File: src/rtl/mul_share_ctrl.sv
// rtl/mul_share_ctrl.sv - two-port round-robin front end for the iterative shift-add multiplier
// Grants one requester, captures its operands, runs WIDTH add/shift steps, returns a tagged product.
module mul_share_ctrl #(
  parameter int WIDTH = 8
) (
  input  logic                 clk,
  input  logic                 reset,
  input  logic                 req0_valid,
  input  logic [WIDTH-1:0]     req0_a,
  input  logic [WIDTH-1:0]     req0_b,
  output logic                 req0_ready,
  input  logic                 req1_valid,
  input  logic [WIDTH-1:0]     req1_a,
  input  logic [WIDTH-1:0]     req1_b,
  output logic                 req1_ready,
  output logic                 resp_valid,
  input  logic                 resp_ready,
  output logic                 resp_id,
  output logic [2*WIDTH-1:0]   resp_result,
  output logic                 busy
);

  localparam int CW = (WIDTH > 1) ? $clog2(WIDTH) : 1;
  localparam logic [CW-1:0] LAST = CW'(WIDTH - 1);

  typedef enum logic [1:0] {
    IDLE = 2'd0,
    RUN  = 2'd1,
    DONE = 2'd2
  } state_t;

  state_t             state;
  logic [WIDTH-1:0]   a_q;
  logic [WIDTH-1:0]   b_q;
  logic [2*WIDTH-1:0] acc;
  logic [2*WIDTH-1:0] partial;
  logic [2*WIDTH-1:0] acc_next;
  logic [CW-1:0]      count;
  logic               last_grant;
  logic               grant;
  logic               accept;

  // On contention the requester that did not win last time gets the slot.
  always_comb begin
    grant = 1'b0;
    if (req0_valid && req1_valid) begin
      grant = ~last_grant;
    end else if (req1_valid) begin
      grant = 1'b1;
    end
  end

  assign req0_ready = (state == IDLE) && !grant && req0_valid;
  assign req1_ready = (state == IDLE) &&  grant && req1_valid;
  assign accept     = req0_ready || req1_ready;
  assign busy       = (state != IDLE);

  assign partial  = b_q[count] ? ({{WIDTH{1'b0}}, a_q} << count) : '0;
  assign acc_next = acc + partial;

  always_ff @(posedge clk) begin
    if (reset) begin
      state       <= IDLE;
      resp_valid  <= 1'b0;
      resp_id     <= 1'b0;
      resp_result <= '0;
      count       <= '0;
      last_grant  <= 1'b1;
      acc         <= '0;
      a_q         <= '0;
      b_q         <= '0;
    end else begin
      case (state)
        IDLE: begin
          if (accept) begin
            a_q        <= grant ? req1_a : req0_a;
            b_q        <= grant ? req1_b : req0_b;
            acc        <= '0;
            count      <= '0;
            resp_id    <= grant;
            last_grant <= grant;
            state      <= RUN;
          end
        end
        RUN: begin
          acc   <= acc_next;
          count <= count + CW'(1);
          // Fixed-length loop: no early exit even when the multiplier runs out of ones.
          if (count == LAST) begin
            state       <= DONE;
            resp_valid  <= 1'b1;
            resp_result <= acc_next;
          end
        end
        DONE: begin
          if (resp_ready) begin
            state      <= IDLE;
            resp_valid <= 1'b0;
          end
        end
        default: state <= IDLE;
      endcase
    end
  end

endmodule

File: config.mk
export PLATFORM = sky130hd
export DESIGN_NAME = mul_share_ctrl
export DESIGN_NICKNAME = d
export VERILOG_FILES = /design/src/rtl/mul_share_ctrl.sv
export SDC_FILE = /design/constraint.sdc
export NUM_CORES = 1
export LEC_CHECK = 0
export CORE_UTILIZATION = 45
export CTS_CLUSTER_SIZE = 12
export DETAILED_ROUTE_END_ITERATION = 10
export PLACE_DENSITY = 0.7
export SLEW_MARGIN = 10
export SYNTH_ARGS = -nofsm -noshare
export SYNTH_HDL_FRONTEND = slang
export SYNTH_SLANG_ARGS = --single-unit
File: constraint.sdc
create_clock -name clk -period 6.2 [get_ports clk]
set_clock_uncertainty 0.15 [all_clocks]
set_input_delay 1.86 -clock clk [delete_from_list [all_inputs] [get_ports clk]]
set_output_delay 1.86 -clock clk [all_outputs]
set_load 0.02 [all_outputs]
Sequential cells grouped by signal name:
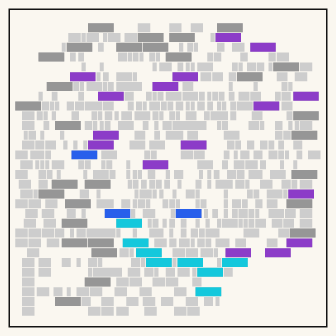
[cyan] a_q | flops: 8 | where: bottom middle
[blue] count | flops: 3
[purple] acc | flops: 16
not coloured: 29
Seq. pwr: 390 µW
FF/Latch Area: 1120 µm²
Final Core Density: 0.577
fraction of area in registers: 0.280

Routing congestion map:
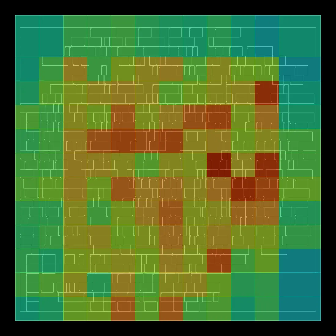
DR WL/cell: 13.4 µm
total track usage: 0.202
peak-usage layer in the global routing report: met2
met3 track demand over resource in global routing: 0.0368
met1 routing resource usage after global routing: 0.254

PDN straps and rails:
Pins as bars on the die edge. Tap cells in grey.
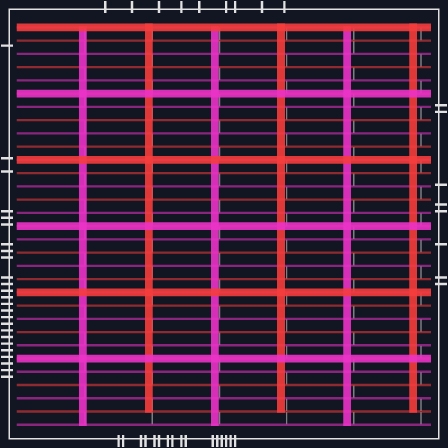
[red] VDD
[magenta] VSS
met5 straps: 6
met1 rails: 31
tap cells: 96
signal pins: 58
Core Area: 6940 µm²
die width: 87.9 µm

==> design notes <==
For the pin with the worst max-slew slack, the measured transition is 0.910 ns. The clock-cell share of area was 0.0193; the top-area cell type share of the netlist area was 0.338. Detailed placement reports a standard cell area of 3930 µm². With the final wirelength at 7380 µm, the starting utilization of the core area is 0.478. From synthesis to final layout, the design area changed by 20.8%. The net count after synthesis is 467. The required time of the critical path is 4.19 ns, and the number of cell instances after yosys synthesis is 412.

The multi-input combinational cells in the finished layout cover a total of 2070 µm². For this design the top-level I/O count stands at 58. The critical path ends at req0_ready.

Synthesis handed over a netlist of 412 instances. The tools report the sequential share of power as 0.539. The clock H-tree reported by CTS has 2 levels. Yosys reported a register bit count of 56. The fraction of synthesized area in multiplexers came out at 0.0840.

The report counts max-capacitance violations totalling 0. The power density relative to cell area is 180 nW/µm². The number of cells on the worst hold path is listed as 2. Grouping non-sequential cells by family puts the most area in simple AND/OR/NAND/NOR gates.

With the switching part of the total at 0.283, the number of sequential cells is 56. Maximum clock frequency: 183 MHz. OpenSTA, run right after detailed placement, puts the worst setup slack at 0.724 ns.

The gate-level netlist out of Yosys references 50 unique cell types. The run gives 0.195 for the combinational power share. Checking hold timing, the worst path is listed with class reg -> reg. The run gives 17 for the highest net fanout along the worst path. The overall power is 723 µW, and the final setup slack of the worst path is 0.726 ns. Max-slew check failures listed in the final report amount to 0. The total tool warning count was 26; the DRC violations left was 0.

Measured in cells, the most critical reg-to-reg path has a length of 11. For the met2 layer usage reported by global route, the log shows 0.354. The iteration count recorded for the first detailed-route pass is 6. The logs give 670 for the filler cell count and 0.126 mV for the maximum VDD drop.

The most frequent cell after synthesis was sky130_fd_sc_hd__nor2_1. End point of the worst hold path: resp_result[15]$_SDFFE_PP0P_. The post-route fraction of the period consumed by the critical path works out to 0.883. The run gives 0.517 for the share of cell area taken by multi-input logic gates.

The logs give 2663 for the via count of the first global-routing pass and 141 µW for the combinational power. Counting flops with a built-in enable in the synthesized netlist gives 0. The run gives 0 as the final hold violation count. For the worst min-delay path, the startpoint reported by OpenROAD is resp_result[15]$_SDFFE_PP0P_. STA classifies the critical path startpoint as an input pin. The switching component of the power was reported as 204 µW. Maximum buffer depth of the clock tree: 2.

The critical path capture point type is an output pin. The initial antenna violation count is 0. The first routing iteration left 107 violations. Routed signal wires occupy layers up through met4. The run gives 0.147 for the buffer share of cell area. Hold is met by 0.301 ns. Per the finish-stage timing summary, setup violations number 0. The logs give 0 for the global route total overflow and 0 for the number of antenna-violating nets in the routed design. Largest power group: sequential cells. The clock buffer count is 6, and the placed instance count is 545. The logs give 52 for the maximum number of pins on one net before global-route repair and 0 for the number of warnings reported in the yosys synthesis log. The area fraction in compound gates after synthesis came out at 0.217.

The area-dominant cell class after layout was multi-input combinational cells. TritonCTS built the clock tree. The leakage power figure is 1.54 nW, and the yosys-reported design area after synthesis is 3320 µm². For the finished layout, the period the worst path requires is 5.47 ns. In the final routing, the length of wire on met1 measures 3450 µm. Looking at the reg2reg group, the worst path starts from count[0]$_SDFFE_PP0P_.

The most instantiated flip-flop cell in the synthesis netlist was sky130_fd_sc_hd__dfxtp_1. The mean number of vias per cell came out at 5.50. The share of synthesized area occupied by flip-flops and latches is 0.338, and the mean instance size in the synthesized netlist is 8.06 µm². In the final layout, the registers with the most flip-flops are acc (16), resp_result (16).

The antenna cell count was 0; the last weighted congestion value of the routability-driven placer was 0.880. For this run the detailed placement stage logged an HPWL of 5480 µm. For the post-layout net count, the log shows 511. By count the netlist is led by sky130_fd_sc_hd__nor2_1 (63), sky130_fd_sc_hd__dfxtp_1 (56), sky130_fd_sc_hd__nand2_1 (46). The worst register-to-register path ends at acc[12]$_SDFFE_PP0P_. The worst-case headroom to the max-slew limit is 0.393, and the share of synthesized cell area in full adder, half adder and majority cells is 0.0701.

The share of flip-flops with an asynchronous set or reset works out to 0. The multi-input combinational cell count came out at 325. The tools report the routed length on met2 as 3540 µm. Once the clock tree was built, the setup fixing pass inserted 0 buffers.

The root buffer cell chosen for the clock tree is sky130_fd_sc_hd__clkbuf_8. The run gives 296 µm as the detailed-routed wire length on met3. The xor and xnor area share after synthesis was 0.0343. In the post-synthesis netlist, the biggest area contributors are sky130_fd_sc_hd__dfxtp_1 (34%), sky130_fd_sc_hd__nor2_1 (7.1%), sky130_fd_sc_hd__a21oi_1 (6.5%).

The count of plain and timing-repair buffers in the layout came out at 60. The number of cells upsized or downsized after cts is 0, and the first-pass GRT wire length is 12300 µm. Biggest area consumer among synthesized cells: sky130_fd_sc_hd__dfxtp_1.

TritonCTS created 5 clock buffers. After synthesis the cells add up to 3320 µm². The total number of vias is 3038. Data on the critical path arrives at its endpoint at 3.46 ns. The overall die size recorded for this design is 7730 µm². The fraction of final layout cells sized beyond drive strength 1 is 0.0482. The finished layout holds 552 standard cells, fillers aside. Input and output buffers added on the ports amount to 57. The worst register-to-register path has a setup slack of 2.18 ns. The run gives 0 as the number of buffers added to fix hold violations after cts. The run gives 0 ns for the setup TNS after final layout.

In this run the worst setup path begins at req1_valid. Tap insertion was completed with 96 tapcells. Number of logic inverters in the finished layout: 8.

For reference, the most critical setup path is categorized as in -> out. Cell internal power was estimated by the tool at 519 µW. In the CTS report, the clock slew at the register clock pins of the worst setup and hold paths is listed as 0.10 ns.

The flow ran to the end, and the final reports show no timing, DRC or antenna violations. The post-synthesis share of cell area spent on and, or, nand and nor gates is 0.217. Setup repair after global routing left no endpoint under its margin. Counting every sink on the clock net gives 56.
Cell classes on the final placement:
Scale bar: 20 µm.
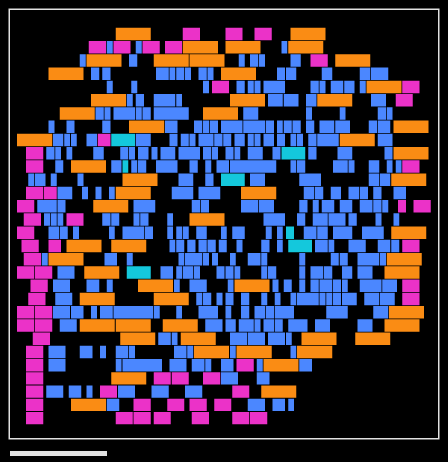
[cyan] clock drivers and dummy loads | cells: 7 | share of their area: 2.0%
[orange] flip-flops | cells: 56 | share of their area: 29%
[blue] all other logic | cells: 333 | share of their area: 54%
[magenta] other buffers and delay cells | cells: 60 | share of their area: 15%
Cell Rows: 30
final std cell area, no fill: 4010 µm²

Clock distribution:
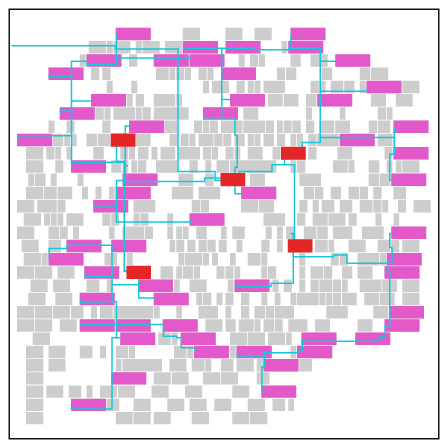
[magenta] flip-flops | count: 56
[red] cells driving clock nets | count: 5
[cyan] clock wires | length: 668 µm
flops lie: spread over the die
power in the clock group: 192 µW
Clk Latency, worst-skew pair: 0.31 ns
Clock power frac: 0.266

==> placed cells by master, fill, tap and decap left out, drive strengths merged, types with 4 or more instances in the layout <==
master         instances
nand3                 14
a211oi                21
nor2                  63
o21ai                 13
buf                    4
dfxtp                 56
clkdlybuf4s50         56
inv                    8
xnor2                 10
clkbuf                 6
nor3                   9
a22o                  10
mux2i                 20
nand2                 46
ha                    17
a21oi                 43
and2                   5
nand2b                 4
a31oi                  7
==> critical path, cell delays in order <==
cell and delay (ns):
sky130_fd_sc_hd__clkdlybuf4s50_1 0.51, sky130_fd_sc_hd__a21boi_2 0.18, sky130_fd_sc_hd__buf_4 0.29, sky130_fd_sc_hd__nor2_1 0.08, sky130_fd_sc_hd__clkdlybuf4s50_1 0.54
Power is estimated from default activity; no workload was simulated.
